clock_wires.png
The bar under the picture is 20 um long.
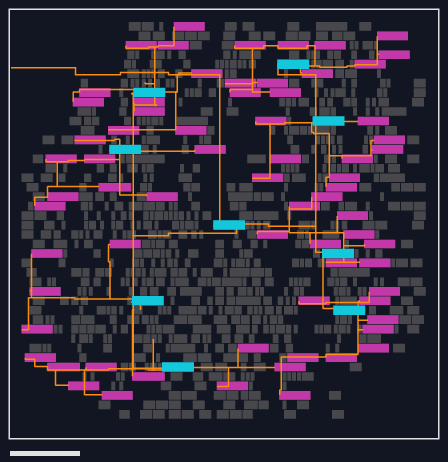
route_heat.png
The die is cut into 25 by 25 equal tiles; dark blue is low, red is high, scaled to the fullest tile. Values are wire area over tile area, all layers added.
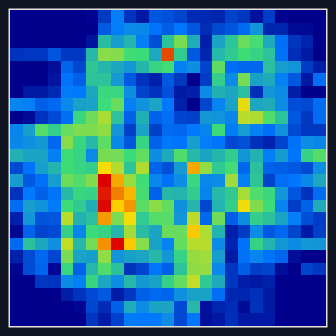
clock_nets.png
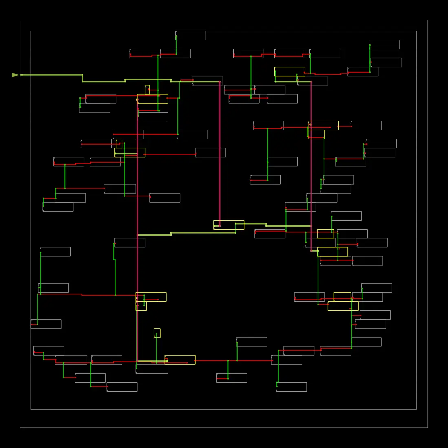
class_map.png
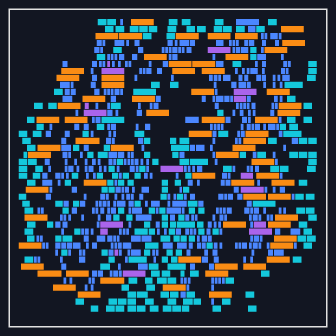
m4.png
Cells faint in the background.
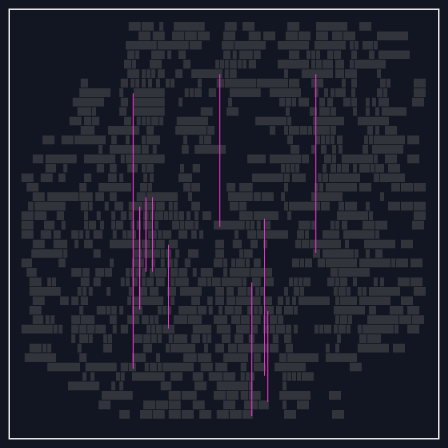
## config.mk

```make
export PLATFORM = sky130hd
export DESIGN_NAME = decode_stage
export DESIGN_NICKNAME = d
export VERILOG_FILES = /design/src/rtl/decode_stage.sv
export SDC_FILE = /design/constraint.sdc
export NUM_CORES = 1
export LEC_CHECK = 0
export ABC_AREA = 1
export CAP_MARGIN = 20
export CELL_PAD_IN_SITES_DETAIL_PLACEMENT = 0
export CELL_PAD_IN_SITES_GLOBAL_PLACEMENT = 1
export CORE_MARGIN = 3
export CORE_UTILIZATION = 30
export CTS_CLUSTER_SIZE = 24
export DETAILED_ROUTE_END_ITERATION = 10
export PLACE_DENSITY = 0.77
export SETUP_SLACK_MARGIN = 0.15
export SLEW_MARGIN = 5
export SYNTH_ARGS = -nofsm -noshare
export SYNTH_HDL_FRONTEND = slang
export SYNTH_SLANG_ARGS = --single-unit
```

## constraint.sdc

```tcl
create_clock -name clk -period 2.05 [get_ports clk]
set_input_delay 0.3075 -clock clk [delete_from_list [all_inputs] [get_ports clk]]
set_output_delay 0.3075 -clock clk [all_outputs]
set_load 0.01 [all_outputs]
```

## src/rtl/decode_stage.sv

```systemverilog
// Instruction decode stage: registers a decoded control/operand bundle with a
// valid/ready handshake, a RUN/HALT controller and a load-use hazard bubble.
module decode_stage #(
  parameter int DATA_W   = 32,
  parameter int REG_AW   = 5,
  parameter int SIGN_EXT = 1,
  parameter int CNT_W    = 16
) (
  input  logic              clk,
  input  logic              rst,
  input  logic              in_valid,
  output logic              in_ready,
  input  logic [31:0]       instr,
  input  logic              resume,
  output logic              out_valid,
  input  logic              out_ready,
  output logic [REG_AW-1:0] rs,
  output logic [REG_AW-1:0] rt,
  output logic [REG_AW-1:0] rd,
  output logic [4:0]        shamt,
  output logic [DATA_W-1:0] im_data,
  output logic [4:0]        alu_op,
  output logic [1:0]        jump_sel,
  output logic              wb_sel,
  output logic              alu_b_sel,
  output logic              reg_we_w,
  output logic              reg_we_b,
  output logic              mem_we_w,
  output logic              mem_we_b,
  output logic              mem_re_w,
  output logic              mem_re_b,
  output logic              halted,
  output logic              illegal,
  output logic [CNT_W-1:0]  stall_cnt
);

  typedef enum logic {RUN = 1'b0, HALT = 1'b1} state_t;

  typedef struct packed {
    logic [REG_AW-1:0] rs;
    logic [REG_AW-1:0] rt;
    logic [REG_AW-1:0] rd;
    logic [4:0]        shamt;
    logic [DATA_W-1:0] im_data;
    logic [4:0]        alu_op;
    logic [1:0]        jump_sel;
    logic              wb_sel;
    logic              alu_b_sel;
    logic              reg_we_w;
    logic              reg_we_b;
    logic              mem_we_w;
    logic              mem_we_b;
    logic              mem_re_w;
    logic              mem_re_b;
  } bundle_t;

  state_t            state_q, state_d;
  bundle_t           dec, bundle_q;
  logic              out_valid_q, illegal_q;
  logic [CNT_W-1:0]  stall_q;
  logic [5:0]        op;
  logic [DATA_W-1:0] ext;
  logic              op_halt, op_illegal, op_legal;
  logic              reads_rs, reads_rt;
  logic              hazard, accept, run;

  assign op         = instr[31:26];
  assign op_halt    = (op == 6'd0);
  assign op_illegal = op[5];
  assign op_legal   = ~op_halt & ~op_illegal;

  if (DATA_W > 16) begin : g_ext
    assign ext = {{(DATA_W-16){(SIGN_EXT != 0) ? instr[15] : 1'b0}}, instr[15:0]};
  end else begin : g_ext16
    assign ext = instr[15:0];
  end

  // Opcode groups: 1-15 R-type, 16-23 immediate ALU, 24-27 memory, 28-31 jump/branch.
  always_comb begin
    // NOTE: every variable gets a default first so no path through the block infers a latch.
    dec      = '0;
    reads_rs = 1'b0;
    reads_rt = 1'b0;
    if (op_legal) begin
      if (!op[4]) begin
        dec.rd       = instr[21 +: REG_AW];
        dec.rs       = instr[16 +: REG_AW];
        dec.rt       = instr[11 +: REG_AW];
        dec.shamt    = instr[10:6];
        dec.alu_op   = {1'b0, op[3:0]};
        dec.wb_sel   = 1'b1;
        dec.reg_we_w = 1'b1;
        reads_rs     = 1'b1;
        reads_rt     = 1'b1;
      end else if (!op[3]) begin
        dec.rd        = instr[21 +: REG_AW];
        dec.rs        = instr[16 +: REG_AW];
        dec.im_data   = ext;
        dec.alu_b_sel = 1'b1;
        dec.wb_sel    = 1'b1;
        dec.reg_we_w  = 1'b1;
        reads_rs      = 1'b1;
        unique case (op[2:0])
          3'd2:    dec.alu_op = 5'b00001;
          3'd3:    dec.alu_op = 5'b00010;
          3'd4:    dec.alu_op = 5'b00011;
          3'd5:    dec.alu_op = 5'b00100;
          3'd6:    dec.alu_op = 5'b01001;
          3'd7:    dec.alu_op = 5'b01010;
          default: dec.alu_op = 5'b00000;
        endcase
      end else if (!op[2]) begin
        dec.rs        = instr[16 +: REG_AW];
        dec.rt        = instr[21 +: REG_AW];
        dec.rd        = instr[21 +: REG_AW];
        dec.im_data   = ext;
        dec.alu_op    = 5'b00001;
        dec.alu_b_sel = 1'b1;
        reads_rs      = 1'b1;
        reads_rt      = op[0];  // stores read the data register
        unique case (op[1:0])
          2'd0: begin dec.mem_re_w = 1'b1; dec.reg_we_w = 1'b1; end
          2'd1: dec.mem_we_w = 1'b1;
          2'd2: begin dec.mem_re_b = 1'b1; dec.reg_we_b = 1'b1; end
          2'd3: dec.mem_we_b = 1'b1;
        endcase
      end else begin
        dec.rs      = instr[21 +: REG_AW];
        dec.rt      = instr[16 +: REG_AW];
        dec.im_data = ext;
        reads_rs    = (op[1:0] != 2'd0);
        reads_rt    = (op[1:0] != 2'd0);
        unique case (op[1:0])
          2'd0: begin dec.jump_sel = 2'd3; dec.alu_op = 5'b00000; end
          2'd1: begin dec.jump_sel = 2'd2; dec.alu_op = 5'b00000; end
          2'd2: begin dec.jump_sel = 2'd1; dec.alu_op = 5'b10000; end
          2'd3: begin dec.jump_sel = 2'd1; dec.alu_op = 5'b01111; end
        endcase
      end
    end
  end

  // Load-use: the pending load writes a register the incoming instruction reads.
  assign hazard = out_valid_q & (bundle_q.mem_re_w | bundle_q.mem_re_b) &
                  (bundle_q.rd != '0) & in_valid &
                  ((reads_rs & (dec.rs == bundle_q.rd)) |
                   (reads_rt & (dec.rt == bundle_q.rd)));

  assign in_ready = run & ~hazard & (~out_valid_q | out_ready);
  assign accept   = in_valid & in_ready;

  // NOTE: sequential state uses non-blocking assignments so every flop samples pre-edge values.
  always_ff @(posedge clk or posedge rst) begin
    if (rst) state_q <= RUN;
    else     state_q <= state_d;
  end

  always_comb begin
    state_d = state_q;
    unique case (state_q)
      RUN:  if (accept & op_halt) state_d = HALT;
      HALT: if (resume)           state_d = RUN;
    endcase
  end

  always_comb begin
    run    = (state_q == RUN);
    halted = (state_q == HALT);
  end

  // NOTE: the bundle register is reset along with out_valid so reset clears every output at once.
  always_ff @(posedge clk or posedge rst) begin
    if (rst) begin
      bundle_q    <= '0;
      out_valid_q <= 1'b0;
      illegal_q   <= 1'b0;
      stall_q     <= '0;
    end else begin
      if (accept) begin
        illegal_q   <= op_illegal;
        out_valid_q <= op_legal;
        if (op_legal) bundle_q <= dec;
      end else if (out_ready) begin
        out_valid_q <= 1'b0;
      end
      if (hazard && out_ready && (stall_q != '1)) stall_q <= stall_q + 1'b1;
    end
  end

  assign out_valid = out_valid_q;
  assign illegal   = illegal_q;
  assign stall_cnt = stall_q;
  assign rs        = bundle_q.rs;
  assign rt        = bundle_q.rt;
  assign rd        = bundle_q.rd;
  assign shamt     = bundle_q.shamt;
  assign im_data   = bundle_q.im_data;
  assign alu_op    = bundle_q.alu_op;
  assign jump_sel  = bundle_q.jump_sel;
  assign wb_sel    = bundle_q.wb_sel;
  assign alu_b_sel = bundle_q.alu_b_sel;
  assign reg_we_w  = bundle_q.reg_we_w;
  assign reg_we_b  = bundle_q.reg_we_b;
  assign mem_we_w  = bundle_q.mem_we_w;
  assign mem_we_b  = bundle_q.mem_we_b;
  assign mem_re_w  = bundle_q.mem_re_w;
  assign mem_re_b  = bundle_q.mem_re_b;

endmodule

```

==> changes_impl.md <==
## Implementation

* Fin. max-slew vios at 0
* Vias/cell at 4.751
* First-pass GRT wire length at approximately 22000 um
* Worst vdd ir at 0.3712 mV
* Total power at 4.541 mW
* Port Buffer Count at about 120
* Crit path launch type: flip-flop
* Fraction of layout cells with a size suffix above 1 at 0.2536
* Hold path cells at 5
* Cells after synthesis at 580
* Post-synth top flop: dfrtp_1
* Hold Path End: im_data[30]$_DFFE_PP0P_
* # nets final at 798
* Worst r2r src: rd[3]$_DFFE_PP0P_
* Setup-failing EPs final at 0
* Area Overhead vs Synth at 63.39%
* Post-synth seq share at 0.4203
* Invs w/o clock at 74
* Status: completed
* Floorplan core density at 0.3090
* FF-to-FF path depth at 11
* Post-Place Cells at between 800 and 900
* Synthesis Warnings at 0
* Worst-path maximum fanout at 6
* Final instance area at ~0.0067 mm2
* Power per cell area at 676.6 mW/mm2
* Initial antenna violation count at 1
* Count leader, synth: nand2_1
* Setup_tns at 0 ns
* # IOs at around 120
* Worst-margin pin slew at 0.5785 ns
* Post-synthesis cell area at 0.004108 mm2
* Die Ht at 123.0 um
* Layout clock area frac at 0.04306
* Die ar. at 0.01513 mm2
* Vias in the first global route at about 4300
* # Cells Yosys at 580
* Non-clk buf share at 0.3104
* Yosys chip area at 0.004108 mm2
* Util after Layout at 0.5048
* Hold Startpoint: instr[15]
* Worst Setup Slack post-DPL at -0.8435 ns
* Setup Crit Path Kind: flip-flop to flip-flop
* DP Area at 0.005794 mm2
* Flip-flops with a built-in enable at 0
* Top cells by area: dfrtp_1 (42%), nand2_1 (19%), nand4_1 (9.3%)
* RSZ-0062 raised after global routing: true
* Pleak at about 3.4 nW
* Non-filler cells in the finished layout at around 940
* CTS Hold Bufs at 0
* Cell family with most CP delay: buffers and inverters
* Synthesized Nets at 618
* Combinational share of cell area at 0.3113
* Final Hold Fails at 0
* Area leader, netlist: dfrtp_1
* Die Wd at 123.0 um
* CTS HTree Levels at 3
* Clock Tree Buf Depth at 2
* Critical path's largest stage delay at 0.45 ns
* Max Cap Violations at 0
* RePlAce Congestion at 0.9096
* Comb gates at 392
* Routed Antenna Nets at 0
* Max Fclk at 518.1 MHz
* Fillers at 1299
* Reg2reg end: im_data[8]$_DFFE_PP0P_
* N_taps at 176
* Reg clk slew, reported paths at 0.06 ns
* Synth flops at approximately 70
* Synth cell count leaders: nand2_1 (210), dfrtp_1 (69), inv_1 (68), nand4_1 (61), nor2_1 (37)
* Root Driver: clkbuf_16
* Clock tree from TritonCTS: built
* Fraction of registers with async set/reset at 1.000
* Worst setup EP type: flip-flop
* Remaining global-route overflow at 0
* Sequential cell area at 0.001730 mm2
* Plain + repair buffers at between 200 and 250
Notes on clock_wires.png above:
[clock-net drivers] cyan | count: 9
[clock wires] orange | length: 1140 um
[flip-flops] magenta | count: 69
routed clock nets: 10
clock power share: 0.337
clk_lat worst skew: 0.34 ns
clock skew: 0.005187 ns
Clk. pwr: 1.53 mW

Notes on route_heat.png above:
fullest tile: 0.54
mean over tiles: 0.15
nearly empty tiles: 13%
emptiest ninth of the die: bottom right
tiles over half the peak: 15%
drt wl/cell: 15.19 um
DR vias: 4475
WL final: 14310 um
gr usage total: 0.1848

Notes on clock_nets.png above:
Seq cells: 69
clk sink count: 69
CTS Buf Count: 9
clock buffers: 13

Notes on class_map.png above:
[sequential cells] orange | cells: 69 | share of their area: 27%
[remaining buffers and delay cells] cyan | cells: 214 | share of their area: 32%
[clock drivers and dummy loads] purple | cells: 16 | share of their area: 4.5%
[remaining logic cells] blue | cells: 466 | share of their area: 37%

Notes on m4.png above:
wire length on this layer: 377 um
main direction: vertical

what timing repair did:
item / in CTS / in global routing
gates resized: 66 / 95
buffers inserted: 15 / 8
cloned: 1 / 4
pin swaps: 17 / 20
endpoints found under the setup margin: 87 / 70
routing by layer:
metal | global-route usage | vias up | wire (um)
li1 | - | 2224 | -
met1 | 0.2545 | 2114 | 6687
met2 | 0.2887 | 112 | 6619
met5 | 0 | - | 0
met4 | 0.07336 | 0 | 377
met3 | 0.03294 | 25 | 625
registers in the layout (all words and copies together) (netlist names), 2 cells and up:
| register | count |
|---|---|
| alu_op | 5 |
| rs | 5 |
| shamt | 5 |
| rd | 5 |
| im_data | 16 |
| stall_cnt | 16 |
| rt | 5 |
| jump_sel | 2 |
cell families (layout without fill, tap and decap cells):
family / Yosys count / count (layout) / synth area share
buffers and inverters: 120 / 304 / 0.1362
adder cells (fa/ha/maj): 1 / 1 / 0.003046
AND/OR/NAND/NOR: 344 / 345 / 0.3683
flip-flops: 69 / 69 / 0.4203
XOR/XNOR: 11 / 11 / 0.02346
AND-OR/OR-AND: 35 / 35 / 0.04874
other: 0 / 1 / 0
worst max-delay path by stage:
stage / start / end / slack (ns) / cells after the start
after global placement: instr[30] / in_ready / -0.77 / 12
after floorplan: instr[28] / in_ready / 0.20 / 11
after detailed placement: instr[30] / in_ready / -0.84 / 12
after global routing: rd[3]$_DFFE_PP0P_ / rt[0]$_DFFE_PP0P_ / 0.06 / 11
after CTS: instr[15] / in_ready / 0.11 / 10
final: rd[3]$_DFFE_PP0P_ / im_data[8]$_DFFE_PP0P_ / 0.12 / 11
where the power goes:
part	switching, mW	leakage, nW	internal [mW]	total [mW]
sequential	0.129	0.875	1.51	1.64
clock	0.614	0.146	0.917	1.53
combinational	0.642	2.42	0.727	1.37
Power and IR drop assume default switching activity.
